## src/rtl/bus_seq_datapath.sv

```systemverilog
// bus_seq_datapath: single-bus register datapath with an internal T-state microsequencer
module bus_seq_datapath #(
    parameter  int DATA_W   = 32,
    parameter  int NUM_REGS = 16,
    localparam int REG_AW   = $clog2(NUM_REGS)
) (
    input  logic              clk,
    input  logic              clr,
    input  logic              start,
    input  logic [2:0]        op,
    input  logic [REG_AW-1:0] ra,
    input  logic [REG_AW-1:0] rb,
    input  logic [REG_AW-1:0] rc,
    output logic              mem_rd,
    input  logic              mem_ack,
    input  logic [DATA_W-1:0] mdata_in,
    output logic              busy,
    output logic              done,
    output logic [DATA_W-1:0] bus_out,
    output logic [DATA_W-1:0] hi_out,
    output logic [DATA_W-1:0] lo_out,
    input  logic [REG_AW-1:0] dbg_addr,
    output logic [DATA_W-1:0] dbg_data
);
    localparam int SW = $clog2(DATA_W);
    localparam logic [2:0] OP_ADD = 3'd0, OP_SUB = 3'd1, OP_AND = 3'd2, OP_OR = 3'd3;
    localparam logic [2:0] OP_SHL = 3'd4, OP_MUL = 3'd6, OP_LDM = 3'd7;

    typedef enum logic [2:0] {S_IDLE, S_T0, S_T1, S_T2, S_T3, S_M0, S_M1} state_t;

    state_t              state_q;
    logic [2:0]          op_q;
    logic [REG_AW-1:0]   ra_q, rb_q, rc_q;
    logic [DATA_W-1:0]   r_q [NUM_REGS];
    logic [DATA_W-1:0]   y_q, mdr_q, hi_q, lo_q;
    logic [2*DATA_W-1:0] z_q, z_d;
    logic                done_q;
    logic [DATA_W-1:0]   bus, alu;
    logic [2*DATA_W-1:0] prod;

    assign bus = state_q == S_T0 ? r_q[ra_q] :
                 state_q == S_T1 ? r_q[rb_q] :
                 state_q == S_T2 ? z_q[DATA_W-1:0] :
                 state_q == S_T3 ? z_q[2*DATA_W-1:DATA_W] :
                 state_q == S_M1 ? mdr_q : '0;

    assign prod = {{DATA_W{1'b0}}, y_q} * {{DATA_W{1'b0}}, bus};

    // ALU result for the T1 cycle; Zhi is only populated by MUL
    always_comb begin
        alu = op_q == OP_ADD ? y_q + bus :
              op_q == OP_SUB ? y_q - bus :
              op_q == OP_AND ? y_q & bus :
              op_q == OP_OR  ? y_q | bus :
              op_q == OP_SHL ? y_q << bus[SW-1:0] : y_q >> bus[SW-1:0];
        z_d = op_q == OP_MUL ? prod : {{DATA_W{1'b0}}, alu};
    end

    // Sequencer and all register transfers; one bus driver per state
    always_ff @(posedge clk) begin
        if (clr) begin
            state_q <= S_IDLE;
            op_q    <= '0;
            ra_q    <= '0;
            rb_q    <= '0;
            rc_q    <= '0;
            y_q     <= '0;
            z_q     <= '0;
            hi_q    <= '0;
            lo_q    <= '0;
            mdr_q   <= '0;
            done_q  <= 1'b0;
            for (int i = 0; i < NUM_REGS; i++) r_q[i] <= '0;
        end else begin
            done_q <= 1'b0;
            case (state_q)
                S_IDLE: if (start) begin
                    op_q    <= op;
                    ra_q    <= ra;
                    rb_q    <= rb;
                    rc_q    <= rc;
                    state_q <= op == OP_LDM ? S_M0 : S_T0;
                end
                S_T0: begin
                    y_q     <= bus;
                    state_q <= S_T1;
                end
                S_T1: begin
                    z_q     <= z_d;
                    state_q <= S_T2;
                end
                S_T2: if (op_q == OP_MUL) begin
                    lo_q    <= bus;
                    state_q <= S_T3;
                end else begin
                    r_q[rc_q] <= bus;
                    done_q    <= 1'b1;
                    state_q   <= S_IDLE;
                end
                S_T3: begin
                    hi_q    <= bus;
                    done_q  <= 1'b1;
                    state_q <= S_IDLE;
                end
                S_M0: if (mem_ack) begin
                    mdr_q   <= mdata_in;
                    state_q <= S_M1;
                end
                S_M1: begin
                    r_q[rc_q] <= bus;
                    done_q    <= 1'b1;
                    state_q   <= S_IDLE;
                end
                default: state_q <= S_IDLE;
            endcase
        end
    end

    assign busy     = state_q != S_IDLE;
    assign mem_rd   = state_q == S_M0;
    assign done     = done_q;
    assign bus_out  = bus;
    assign hi_out   = hi_q;
    assign lo_out   = lo_q;
    assign dbg_data = r_q[dbg_addr];
endmodule

```

## config.mk

```make
export PLATFORM = sky130hd
export DESIGN_NAME = bus_seq_datapath
export DESIGN_NICKNAME = d
export VERILOG_FILES = /design/src/rtl/bus_seq_datapath.sv
export SDC_FILE = /design/constraint.sdc
export NUM_CORES = 2
export LEC_CHECK = 0
export CAP_MARGIN = 20
export CORE_MARGIN = 2
export CORE_UTILIZATION = 40
export CTS_CLUSTER_SIZE = 20
export DETAILED_ROUTE_END_ITERATION = 8
export DONT_BUFFER_PORTS = 1
export GPL_TIMING_DRIVEN = 0
export MAX_ROUTING_LAYER = met4
export PLACE_DENSITY_LB_ADDON = 0.08
export SLEW_MARGIN = 20
export SYNTH_ARGS = -nofsm -noshare
export SYNTH_HDL_FRONTEND = slang
export SYNTH_SLANG_ARGS = --single-unit
```

## constraint.sdc

```tcl
create_clock -name clk -period 11.7 [get_ports clk]
set_input_delay 1.17 -clock clk [delete_from_list [all_inputs] [get_ports clk]]
set_output_delay 1.17 -clock clk [all_outputs]
set_load 0.005 [all_outputs]
```

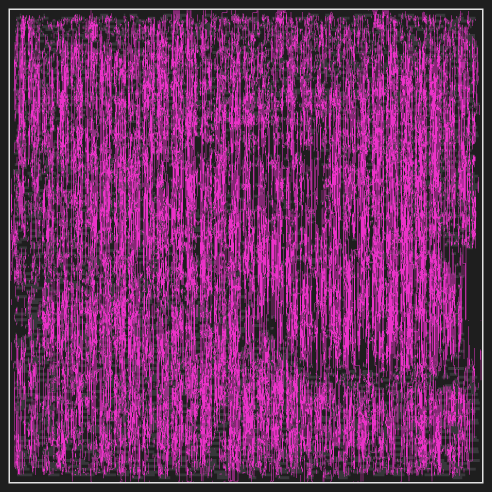
layer_met2.png
main direction: vertical
longest straight run: 222 µm
wire length on this layer: 181 mm
share of all routed wire: 40%
nets with wire on the layer: 7951
M2 GR Usage: 61.1%
Post-Route WL: 449 mm

==> results.txt <==
impl run done, here's what came out: Finished Cell Area=0.0876 mm², GRT Total Usage=46.1%, registers=731, Longest Clk Path Bufs=3, max incr delay on CP=0.61 ns, top cell category=logic gates, register bit total from synthesis=731, Tool Warnings=94, FA/HA/MAJ Cells, Area Fraction=28.6%, Yosys chip area=0.0785 mm², status=complete, no violations, sequential share of power=26.6%, Tot Pwr=0.0112 W, Min-Delay Path Class=reg2reg, Clock-cell share=3.46%, clock buffers=117, Setup Skew=0.0644 ns, Finished Layout Cells=10800, logic area=0.0530 mm², I/O pin cnt=186, RSZ-0062 raised after global routing=true, Die X=447 µm
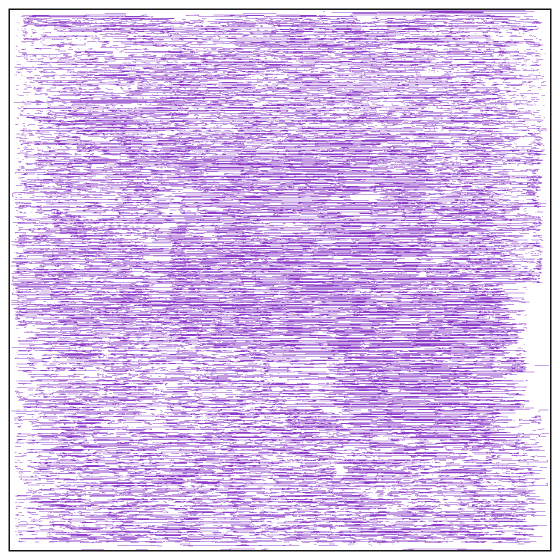
layer_met1.png
longest straight run: 138 µm
share of all routed wire: 40%
via count: 69300
met1 GRT Util: 62.7%

[critical path, delay by kind of cell (launching register included)]
family / cells / cell delay [ns]
simple gates: 3 / 0.40
fa+ha+maj: 9 / 4.13
mux: 2 / 0.96
buf+inv: 8 / 2.59
xor+xnor: 1 / 0.19
flops: 1 / 0.59
compound gates: 9 / 2.57
[final timing paths]
check / from / end / slack, ns / depth (start not counted)
setup reg to reg: register / z_q[63]$_SDFFE_PP0P_ / 0.06 / 32
setup / recovery: register / z_q[63]$_SDFFE_PP0P_ / 0.06 / 32
hold / removal: ra_q[1]$_SDFFE_PP0P_ / register / 0.45 / 2
hold reg to reg: ra_q[1]$_SDFFE_PP0P_ / register / 0.45 / 2
[sequential cells by signal, indices dropped and copies added (netlist names), named ones only]
name	count
done	1
hi_out	32
lo_out	32
mdr_q	32
op_q	3
r_q	512
ra_q	4
rb_q	4
rc_q	4
state_q	3
y_q	32
z_q	64
[layout by cell type, fill, tap and decap left out, types with 153 or more instances in the layout]
master / instances
a21oi_1: 331
clkbuf_1: 282
clkbuf_2: 153
dfxtp_1: 218
edfxtp_1: 512
fa_1: 898
ha_1: 352
inv_1: 990
mux2i_1: 199
mux4_2: 456
nand2_1: 931
nor2_1: 1231
o21ai_0: 158
[per-layer routing]
layer	wire length (µm)	GRT usage, %
met5	0	-
met4	28900	24.1
met3	60100	14.2
met2	181000	61.1
met1	179000	62.7
[power by group through the flow]
stage                     registers, W  logic, W  clock network [W]
after floorplan                0.00296   0.00253                  0
after global placement         0.00303   0.00478                  0
after detailed placement       0.00303   0.00490                  0
after CTS                      0.00298   0.00498            0.00299
after global routing           0.00299   0.00532            0.00308
final                          0.00299   0.00525            0.00300
Power figures rest on the tool's default switching activity, not on a simulated workload.
